Layout detail:
The bar under the picture is 10 µm long. Region (77, 38) to (117, 78) µm. Cells in gray, sequential cells in the stronger gray; small squares are vias.
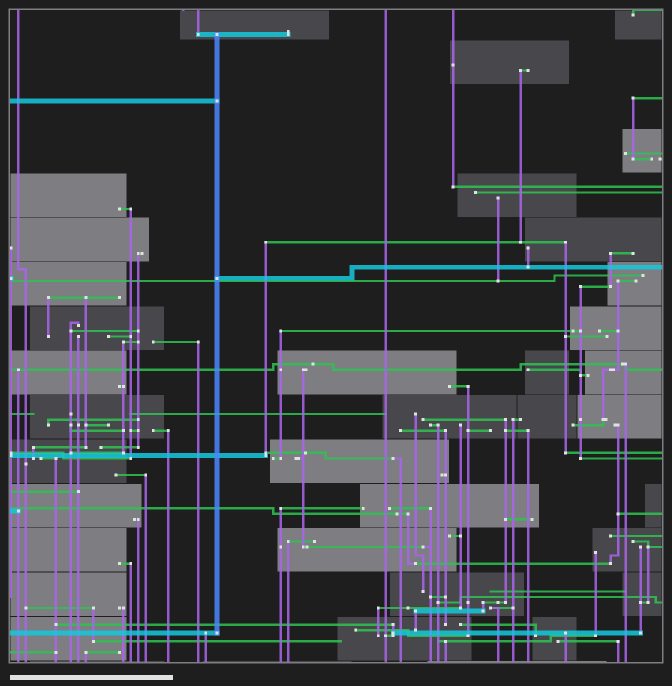
Met1 routing:
The bar under the picture is 50 µm long. Supply wires on this layer in gray. Cells faint in the background.
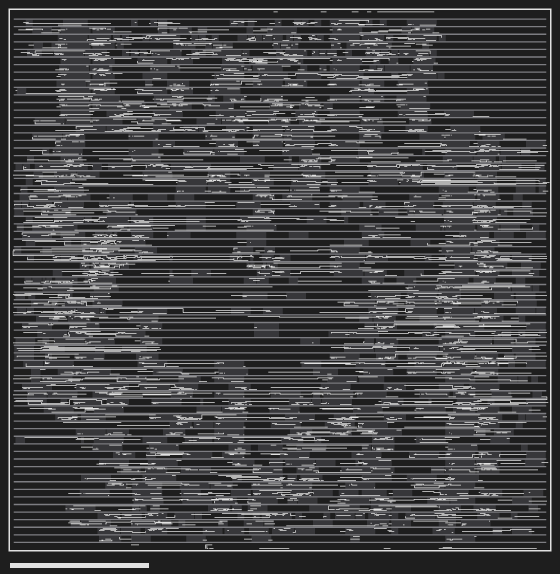
Congestion heat map:
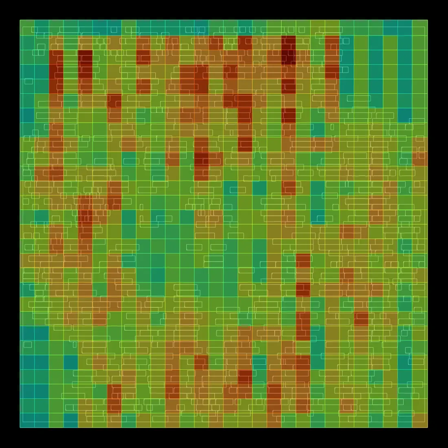
Signal wires on met2:
The bar under the picture is 50 µm long. Cells faint in the background.
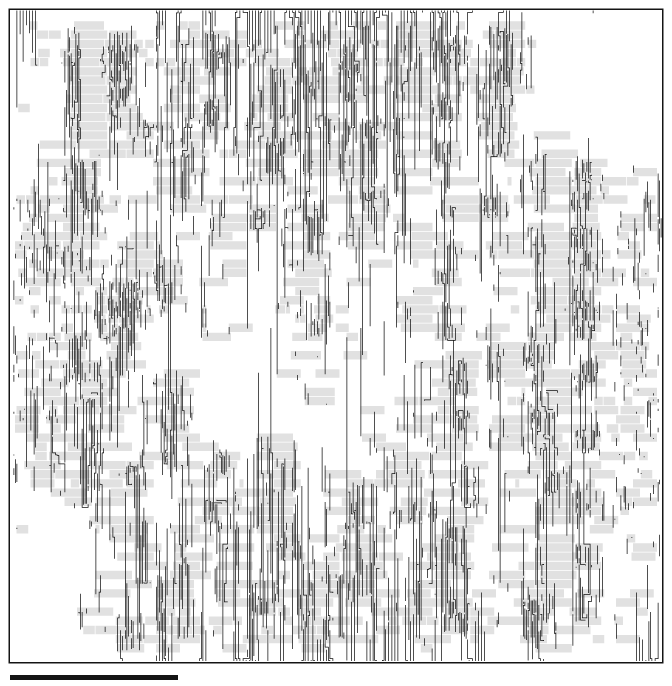
`config.mk`:
```
export PLATFORM = sky130hd
export DESIGN_NAME = row_window_buffer
export DESIGN_NICKNAME = d
export VERILOG_FILES = /design/src/rtl/row_window_buffer.sv
export SDC_FILE = /design/constraint.sdc
export NUM_CORES = 1
export LEC_CHECK = 0
export CAP_MARGIN = 10
export CELL_PAD_IN_SITES_DETAIL_PLACEMENT = 0
export CELL_PAD_IN_SITES_GLOBAL_PLACEMENT = 1
export CORE_UTILIZATION = 35
export DETAILED_ROUTE_END_ITERATION = 16
export PLACE_DENSITY = 0.64
export SYNTH_ARGS = -nofsm -noshare
export SYNTH_HDL_FRONTEND = slang
export SYNTH_SLANG_ARGS = --single-unit
```
`constraint.sdc`:
```
create_clock -name clk -period 2.85 [get_ports clk]
set_input_delay 0.285 -clock clk [delete_from_list [all_inputs] [get_ports clk]]
set_output_delay 0.285 -clock clk [all_outputs]
set_load 0.1 [all_outputs]
```
`src/rtl/row_window_buffer.sv`:
```
// Circular row buffer that presents the oldest KROWS rows as one rotated window.
// Optional accepted-window counter output win_cnt is built when ROWBUF_WINCNT_EN is defined.
module row_window_buffer #(
    parameter int DW     = 64,
    parameter int ROWS   = 4,
    parameter int KROWS  = 3,
    parameter int STRIDE = 1
) (
    input  logic                        clk,
    input  logic                        rst,
    input  logic                        flush,
    input  logic                        in_valid,
    output logic                        in_ready,
    input  logic [DW-1:0]               in_data,
    output logic                        out_valid,
    input  logic                        out_ready,
    output logic [KROWS*DW-1:0]         out_data,
`ifdef ROWBUF_WINCNT_EN
    output logic [15:0]                 win_cnt,
`endif
    output logic [$clog2(ROWS+1)-1:0]   count
);

    localparam int CW = $clog2(ROWS + 1);
    localparam int PW = (ROWS > 1) ? $clog2(ROWS) : 1;

    logic [DW-1:0] mem [ROWS];
    logic [PW-1:0] wr_ptr;
    logic [PW-1:0] rd_ptr;
    logic [CW-1:0] count_nxt;
    logic          push;
    logic          pop;

    // Modulo-ROWS increment; inc is always below 2*ROWS so one subtraction suffices.
    function automatic logic [PW-1:0] ptr_add(input logic [PW-1:0] p, input int unsigned inc);
        logic [PW:0] s;
        s = {1'b0, p} + (PW+1)'(inc);
        if (s >= (PW+1)'(ROWS)) begin
            s = s - (PW+1)'(ROWS);
        end
        return s[PW-1:0];
    endfunction

    assign in_ready  = (count < CW'(ROWS));
    assign out_valid = (count >= CW'(KROWS));
    assign push      = in_valid & in_ready;
    assign pop       = out_valid & out_ready;

    always_comb begin
        count_nxt = count;
        case ({push, pop})
            2'b10:   count_nxt = count + CW'(1);
            2'b01:   count_nxt = count - CW'(STRIDE);
            2'b11:   count_nxt = count + CW'(1) - CW'(STRIDE);
            default: count_nxt = count;
        endcase
    end

    always_comb begin
        out_data = '0;
        for (int i = 0; i < KROWS; i++) begin
            out_data[i*DW +: DW] = mem[ptr_add(rd_ptr, i)];
        end
    end

    // Row storage carries no reset; stale contents are never exposed while out_valid=0.
    always_ff @(posedge clk) begin
        if (push && !flush && !rst) begin
            mem[wr_ptr] <= in_data;
        end
    end

    always_ff @(posedge clk) begin
        if (rst || flush) begin
            wr_ptr <= '0;
            rd_ptr <= '0;
            count  <= '0;
        end else begin
            if (push) begin
                wr_ptr <= ptr_add(wr_ptr, 1);
            end
            if (pop) begin
                rd_ptr <= ptr_add(rd_ptr, STRIDE);
            end
            count <= count_nxt;
        end
    end

`ifdef ROWBUF_WINCNT_EN
    // Survives flush so frame boundaries do not lose the running window total.
    always_ff @(posedge clk) begin
        if (rst) begin
            win_cnt <= '0;
        end else if (pop && !flush) begin
            win_cnt <= win_cnt + 16'd1;
        end
    end
`endif

endmodule

```
==> impl_metrics.csv <==
group,metric,value,unit
yosys,syn_area_per_cell,23.5,µm²
sta,final_max_slew_viol_count,0,
pwr,leakagePower,0.00563,µW
setup_path,path_class,"reg -> out",
floorplanning,die_h,194,µm
sta,hold_violations,0,
flow_run,warnings,29,
detailed_routing,route.detailed.drc,0,
yosys,async_flop_share,0,%
yosys,syn_inst,547,
yosys,synth_chip_area,12900,µm²
sta,clock.fmax,375,MHz
cells_and_area,drive_gt1_share,55.2,%
setup_path,crit_path_end_kind,"output pin",
detailed_routing,wl_met3,2.18,mm
clock_network,tritoncts,"yes",
cells_and_area,layout.nets,891,
cells_and_area,area_delta_synth_final,36.3,%
floorplanning,rows,69,
clock_network,clock_sink_count,265,
sta,finalClockPeriodUsage,93.6,%
clock_network,cts.repair.resized,0,
setup_path,critPathMaxFanout,86,
yosys,edf_count,256,
sta,skew,0.0222,ns
clock_network,clk_pin_slew,0.06,ns
yosys,top_cell_area_share,59.8,%
floorplanning,io_pins,266,
sta,fin_tns_setup,0,ns
clock_network,clock_latency,0.55,ns
global_routing,antenna_found_initial,1,
floorplanning,die-area,37500,µm²
sta,slew_headroom,48.9,%
detailed_routing,highest_layer,"met4",
clock_network,cts-buffers-inserted,28,
detailed_routing,drt-met1-wl,12.7,mm
detailed_routing,routedWlPerCell,24.8,µm
clock_network,root_buffer,"clkbuf_16",
global_routing,grt_max_degree,87,
yosys,area_leaders,"edfxtp_1 (60%), mux4_2 (34%), buf_4 (1.5%)",
sta,finalSetupViolCount,0,
pwr,p_per_area,487,nW/µm²
setup_path,critPathMaxStageDelay,0.66,ns
floorplanning,core-area,35800,µm²
yosys,ys_seq_share,61.2,%
clock_network,post_cts_buffers,0,
global_routing,grt_usage,17.2,%
detailed_routing,met2_length,16.8,mm
placement,io_buffers,265,
global_routing,overflow,0,
floorplanning,die_w,194,µm
placement,gp_routability_congestion,0.761,
sta,worst_pin_slew,0.766,ns
detailed_routing,drt-pass1-iter-count,4,
outcome,status,"completed",
clock_network,clockBufferDepth,3,
floorplanning,fp_util,35.9,%
detailed_routing,antenna_left,0,
cells_and_area,final_cell_mix,"edfxtp_1 (256), mux4_2 (192), buf_4 (123)",
detailed_routing,wl,32.2,mm
clock_network,hold_buffers,0,
cells_and_area,layout_top_cell,"edfxtp_1",
setup_path,critPathSlowestCell,"mux4_2",
global_routing,top_usage_layer,"met2",
setup_path,cp-start-kind,"flop",
setup_path,critPathBufInv,2,
detailed_routing,drt_iter0_drc,515,
yosys,ff_type,"edfxtp_1",
yosys,top_cell,"edfxtp_1",
sta,layout_min_cycle_time,2.67,ns
min_path,hp-class,"in -> reg",
detailed_routing,route.vias.total,7190,
detailed_routing,via_per_inst,5.54,
yosys,synth.largest_area_cell,"edfxtp_1",
## Picture notes: 'layout detail'
Key: met2 = purple; met4 = blue; met3 = cyan; met1 = green
Sequential cells in the window: 13. Netlist names of flops here include mem (13). Most frequent: edfxtp_1 (13), mux4_2 (7). 27 logic cells have their middle in the window.

## Picture notes: 'met1 routing'
The longest straight run is 65.3 µm. The layer carries 12700 µm of wire.

## Picture notes: 'congestion heat map'
GR Util met1: 21.8%
GRT met3 Usage: 3.34%
final core occ: 48.9%
met2 Usage GRT: 30.3%

## Picture notes: 'signal wires on met2'
The layer carries 16800 µm of wire. The layer holds 52% of the routed length. The wires run mostly vertical. 860 nets have wire on it.

==> state kept, by name, indices dropped and copies added, names as in the netlist, named ones only <==
signal and flops:
mem 256, rd_ptr 2, count 3, wr_ptr 2
==> cell type report <==
type                    instances  area [µm²]
inverters                       3        15.0
clock buffers                  40         797
diodes                          1        2.50
well taps                     461         577
flip-flops and latches        265        7890
clock inverters                12         123
fillers                      2843       18300
multi-input cells             234        4680
repair buffers                283        3450
==> per-stage QoR <==
stage               worst slack (ns)  cell area, µm²  std cells  hold WS (ns)  total power [µW]
finish                         0.183           17500       1299         0.374              8530
detailed placement             0.586           16600       1246         0.517              5040
global route                  0.0598           17500       1298         0.361              8790
floorplan                    0.00241           12900        547         0.384              4780
global placement               0.641           16600       1246         0.498              5030
CTS                            0.143           17500       1298         0.339              8630
==> logic make-up (layout without fill, tap and decap cells) <==
family	count (synthesis)	in the layout	share of synthesized area, %
muxes	195	195	33.9
other	0	1	0
DFF	265	265	61.2
AOI/OAI and AO/OA	5	5	0.282
xor gates and xnor gates	6	6	0.409
buffers and inverters	48	338	2.77
and+or+nand+nor	21	21	0.788
adders and majority gates	7	7	0.681
==> power breakdown <==
group | leakage [µW] | internal [µW] | switching (µW)
combinational | 0.00281 | 207 | 412
sequential | 0.00239 | 4310 | 26.6
clock | 0.000431 | 2130 | 1450
total | 0.00563 | 6640 | 1890
==> worst paths after layout <==
check	start	end	slack (ns)	cells past startpoint
worst max-delay path	rd_ptr[0]	out_data[64]	0.18	3
worst min-delay path	in_data[62]	mem[3][62]	0.37	1
worst max register to register	count[0]	count[1]	0.56	8
worst min register to register	count[2]	count[2]	0.53	1
No activity file was given, so power comes from the tool's default toggle rates.
